File: src/rtl/rca_pkg.sv
// Shared types for the pipelined ripple-carry add/subtract unit.
// Latency: n/a (types only).
// Backpressure: n/a (types only).
package rca_pkg;

    typedef enum logic {
        OP_ADD = 1'b0,
        OP_SUB = 1'b1
    } op_e;

endpackage

File: src/rtl/rca_slice.sv
// Combinational SEG-bit ripple-carry slice; also exposes the carry into its MSB.
// Latency: zero (purely combinational).
// Backpressure: none; the enclosing pipeline decides when results are captured.
module rca_slice #(
    parameter int SEG = 4
) (
    input  logic [SEG-1:0] a,
    input  logic [SEG-1:0] b,
    input  logic           cin,
    output logic [SEG-1:0] s,
    output logic           cout,
    output logic           msb_cin
);

    always_comb begin : ripple
        logic [SEG:0] c;
        c       = '0;
        s       = '0;
        c[0]    = cin;
        for (int i = 0; i < SEG; i++) begin
            s[i]   = a[i] ^ b[i] ^ c[i];
            c[i+1] = (a[i] & b[i]) | (c[i] & (a[i] ^ b[i]));
        end
        cout    = c[SEG];
        msb_cin = c[SEG-1];
    end

endmodule

File: src/rtl/rca_pipe_addsub.sv
// Streaming WIDTH-bit add/subtract, ripple carry cut into STAGES registered slices.
// Latency: result valid STAGES-1 cycles after the acceptance edge; one beat/cycle.
// Backpressure: whole pipe freezes while the output holds an unaccepted beat.
module rca_pipe_addsub
    import rca_pkg::*;
#(
    parameter int WIDTH  = 16,
    parameter int STAGES = 4
) (
    input  logic             clk,
    input  logic             rst,
    input  logic             in_valid,
    output logic             in_ready,
    input  logic [WIDTH-1:0] a,
    input  logic [WIDTH-1:0] b,
    input  logic             cin,
    input  logic             op,
    output logic             out_valid,
    input  logic             out_ready,
    output logic [WIDTH-1:0] sum,
    output logic             cout,
    output logic             ovf
);

    localparam int SEG  = WIDTH / STAGES;
    localparam int LAST = STAGES - 1;

    logic             advance;
    logic             is_sub;
    logic [WIDTH-1:0] b_eff;
    logic             c_eff;

    // Per-stage registers; operands are carried whole so every slice reads its own bits.
    logic             vld_q [STAGES];
    logic [WIDTH-1:0] a_q   [STAGES];
    logic [WIDTH-1:0] b_q   [STAGES];
    logic [WIDTH-1:0] res_q [STAGES];
    logic             c_q   [STAGES];
    logic             msb_c_q;

    logic [SEG-1:0]   sl_a  [STAGES];
    logic [SEG-1:0]   sl_b  [STAGES];
    logic [SEG-1:0]   sl_s  [STAGES];
    logic             sl_ci [STAGES];
    logic             sl_co [STAGES];
    logic             sl_mc [STAGES];

    // Subtraction is a + ~b + ~borrow, so the inversion happens once at the input.
    assign is_sub = (op == OP_SUB);
    assign b_eff  = is_sub ? ~b : b;
    assign c_eff  = is_sub ? ~cin : cin;

    for (genvar k = 0; k < STAGES; k++) begin : g_slice
        if (k == 0) begin : g_head
            assign sl_a[k]  = a[SEG-1:0];
            assign sl_b[k]  = b_eff[SEG-1:0];
            assign sl_ci[k] = c_eff;
        end else begin : g_body
            assign sl_a[k]  = a_q[k-1][k*SEG +: SEG];
            assign sl_b[k]  = b_q[k-1][k*SEG +: SEG];
            assign sl_ci[k] = c_q[k-1];
        end

        rca_slice #(
            .SEG(SEG)
        ) u_slice (
            .a       (sl_a[k]),
            .b       (sl_b[k]),
            .cin     (sl_ci[k]),
            .s       (sl_s[k]),
            .cout    (sl_co[k]),
            .msb_cin (sl_mc[k])
        );
    end

    assign advance   = !vld_q[LAST] || out_ready;
    assign in_ready  = advance;
    assign out_valid = vld_q[LAST];
    assign sum       = res_q[LAST];
    assign cout      = c_q[LAST];
    assign ovf       = c_q[LAST] ^ msb_c_q;

    always_ff @(posedge clk) begin
        if (rst) begin
            for (int k = 0; k < STAGES; k++) begin
                vld_q[k] <= 1'b0;
                a_q[k]   <= '0;
                b_q[k]   <= '0;
                res_q[k] <= '0;
                c_q[k]   <= 1'b0;
            end
            msb_c_q <= 1'b0;
        end else if (advance) begin
            // Bubbles still move data; only the valid bit marks a real beat.
            vld_q[0] <= in_valid;
            a_q[0]   <= a;
            b_q[0]   <= b_eff;
            res_q[0] <= WIDTH'(sl_s[0]);
            c_q[0]   <= sl_co[0];
            for (int k = 1; k < STAGES; k++) begin
                vld_q[k]                 <= vld_q[k-1];
                a_q[k]                   <= a_q[k-1];
                b_q[k]                   <= b_q[k-1];
                c_q[k]                   <= sl_co[k];
                res_q[k]                 <= res_q[k-1];
                res_q[k][k*SEG +: SEG]   <= sl_s[k];
            end
            msb_c_q <= sl_mc[LAST];
        end
    end

endmodule

File: config.mk
export PLATFORM = sky130hd
export DESIGN_NAME = rca_pipe_addsub
export DESIGN_NICKNAME = d
export VERILOG_FILES = /design/src/rtl/rca_pkg.sv /design/src/rtl/rca_slice.sv /design/src/rtl/rca_pipe_addsub.sv
export SDC_FILE = /design/constraint.sdc
export NUM_CORES = 1
export LEC_CHECK = 0
export ABC_AREA = 1
export CAP_MARGIN = 20
export CORE_MARGIN = 3
export CORE_UTILIZATION = 35
export CTS_CLUSTER_DIAMETER = 40
export CTS_CLUSTER_SIZE = 28
export DETAILED_ROUTE_END_ITERATION = 8
export GPL_TIMING_DRIVEN = 0
export MAX_ROUTING_LAYER = met4
export PLACE_DENSITY_LB_ADDON = 0.3
export SLEW_MARGIN = 0
export SYNTH_ARGS = -nofsm -noshare
export SYNTH_HDL_FRONTEND = slang
export SYNTH_HIERARCHICAL = 1
export SYNTH_SLANG_ARGS = --single-unit
File: constraint.sdc
create_clock -name clk -period 4.14 [get_ports clk]
set_input_delay 0.414 -clock clk [delete_from_list [all_inputs] [get_ports clk]]
set_output_delay 0.414 -clock clk [all_outputs]
set_load 0.005 [all_outputs]
### Met3 routing

Cells faint in the background.
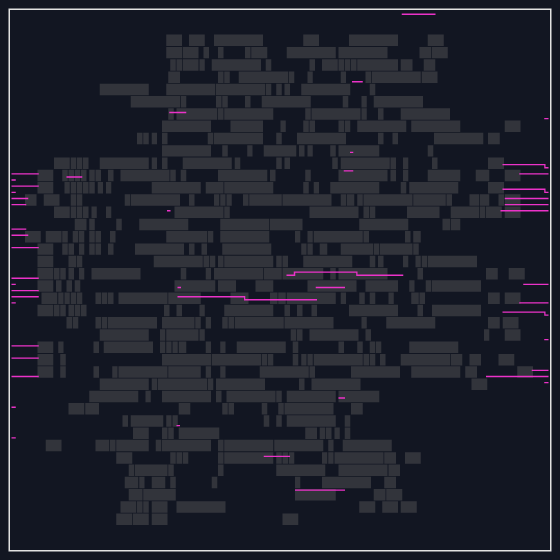
share of all routed wire = 4.0%
nets with wire on the layer = 37
wire length on this layer = 267 um
routing usage on met3: 2.026%
vias after detailed routing: 2553

### Routing congestion map

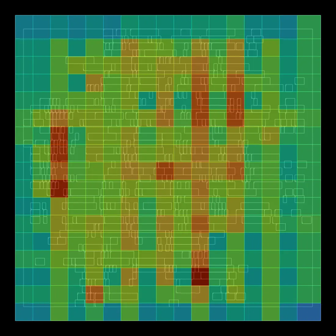
GRT Overall Usage: 10.28%
met1 Use GR: 11.99%
Final Util: 45.55%
Routed WL per cell: 10.13 um
GR Util met2: 16.03%

### Logic cells by family

The bar under the picture is 20 um long.
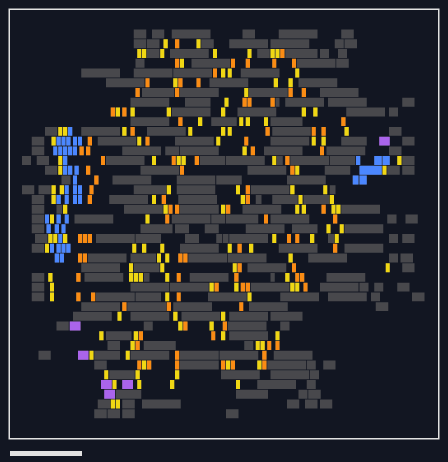
blue -> NAND gates  # cells 42
orange -> NOR gates  # cells 96
yellow -> inverters  # cells 131
purple -> XOR/XNOR gates  # cells 6
most frequent logic cell in the layout: inv_1
combinational share of cell area: 16.29%
Layout Cells excl Fill: 658

### Cells by drive strength

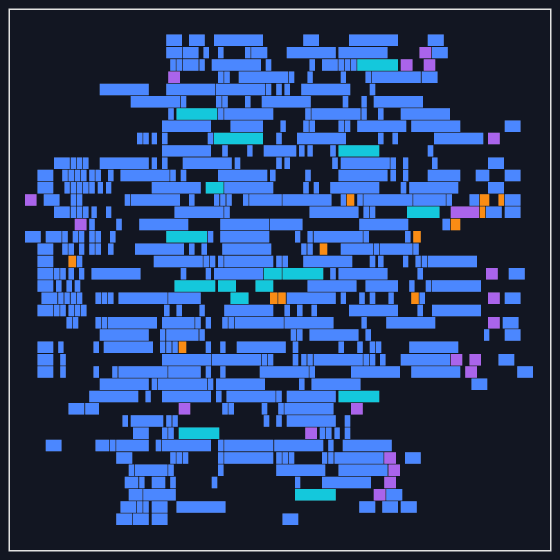
orange -> drive 2  # cells 12, most used buf_2
blue -> drive 1 or less  # cells 441, most used inv_1
cyan -> drive 6 and up  # cells 16, most used clkbuf_16
purple -> drive 3 to 4  # cells 21, most used buf_4
bufs w/o clock: 86
Final WS setup: 1.597 ns

==> results.txt <==
impl run done, here's what came out: critical path required time roughly 4.2 ns, Net Count, Synth roughly 470, nets about 540, Sw Ratio between 20% and 30%, CP Data Arrival Time around 2.6 ns, yosys stat chip area ~4500 sq um, Core Box Area approximately 12000 sq um, Latency at later pin around 0.34 ns, Routed Wire Length 6665 um, status complete, no violations, Port Buffers around 56, slew margin rel. 54.27%, DRT iter0 DRCs ~120, total die size ~14000 sq um, Die X-Extent ~120 um, RD Place Congestion 0.7627, hold path start msb_c_q$_SDFFE_PP0P_, vias in the first global route around 2500, CP Capture Type register, Min-Delay Path Class register to register, Congestion Overflow GR 0, dpl cell area roughly 5300 sq um, fin area 5608 sq um, Slew @ Worst Pin between 0.6 and 0.7 ns, most frequent cells in the layout inv_1, nor2_1, edfxtp_1, clkdlybuf4s50_1, nand2_1, # Cells Yosys about 420, LEAKAGE 2.549 nW, Cell area leaders edfxtp_1, inv_1, nor2_1, fa_1, nand2_1, Detailed Place HPWL 4789 um
-- power by group through the flow --
stage                     registers [W]  clock network, W  logic, W
after floorplan                 0.00120                 0  0.000148
final                           0.00118          0.000800  0.000237
after detailed placement        0.00121                 0  0.000242
after CTS                       0.00119          0.000826  0.000243
after global placement          0.00121                 0  0.000236
after global routing            0.00119          0.000856  0.000277
-- final timing paths --
check | endpoint | slack (ns) | cells past startpoint
min reg2reg | msb_c_q$_SDFFE_PP0P_ | 0.50 | 2
max reg2reg | res_q[0][51]$_SDFFCE_PN0P_ | 1.91 | 8
min | msb_c_q$_SDFFE_PP0P_ | 0.50 | 2
max | res_q[0][3]$_SDFFCE_PN0P_ | 1.60 | 10
-- synth_stat cells, drive strengths merged --
| library cell | n |
|---|---|
| nand2 | 39 |
| buf | 29 |
| inv | 131 |
| dfxtp | 1 |
| edfxtp | 96 |
| fa | 16 |
| nand4 | 1 |
| xor2 | 6 |
| nand3 | 2 |
| nor2 | 96 |
-- cells by family after synthesis --
kind of cell | Yosys count | synth area share (%)
DFF | 97 | 64.27
buffers and inverters | 160 | 15.79
adders and majority gates | 16 | 7.091
and+or+nand+nor | 138 | 11.69
xor gates and xnor gates | 6 | 1.163
-- sequential cells by signal (all words and copies together) (netlist names) --
register / flops
res_q: 40
a_q: 24
b_q: 24
c_q: 4
vld_q: 4
msb_c_q: 1
-- area by class of cell --
class | instances | area [sq um]
Tap cell | 168 | 210.2
Fill cell | 1164 | 6704
Multi-Input combinational cell | 160 | 913.4
Buffer | 29 | 221.5
Inverter | 131 | 491.7
Timing Repair Buffer | 57 | 580.6
Clock buffer | 10 | 229.0
Sequential cell | 97 | 2903
Clock inverter | 6 | 58.81
-- routing by layer --
layer	GRT usage, %	part of all wire, %	up-vias
met4	7.230	3.0	0
met3	2.026	4.0	14
met2	16.03	47	49
met5	-	0	-
li1	-	-	1336
met1	11.99	46	1154
-- critical path, stage by stage --
cell,delay (ns)
clkdlybuf4s50_1,0.47
xor2_1,0.19
fa_1,0.19
inv_1,0.05
fa_1,0.37
fa_1,0.37
inv_1,0.07
fa_1,0.40
inv_1,0.06
nor2_1,0.04
-- per-stage QoR --
| step | utilization (%) | cells | setup TNS [ns] | worst slack (ns) |
|---|---|---|---|---|
| finish | 45.55 | 658 | 0 | 1.597 |
| global route | 45.55 | 658 | 0 | 1.428 |
| CTS | 45.55 | 658 | 0 | 1.589 |
| detailed placement | 43.21 | 642 | 0 | 1.230 |
| global placement | 42.95 | 641 | -118.22 | -1.235 |
| floorplan | - | 417 | 0 | 0.3735 |
Power figures rest on the tool's default switching activity, not on a simulated workload.
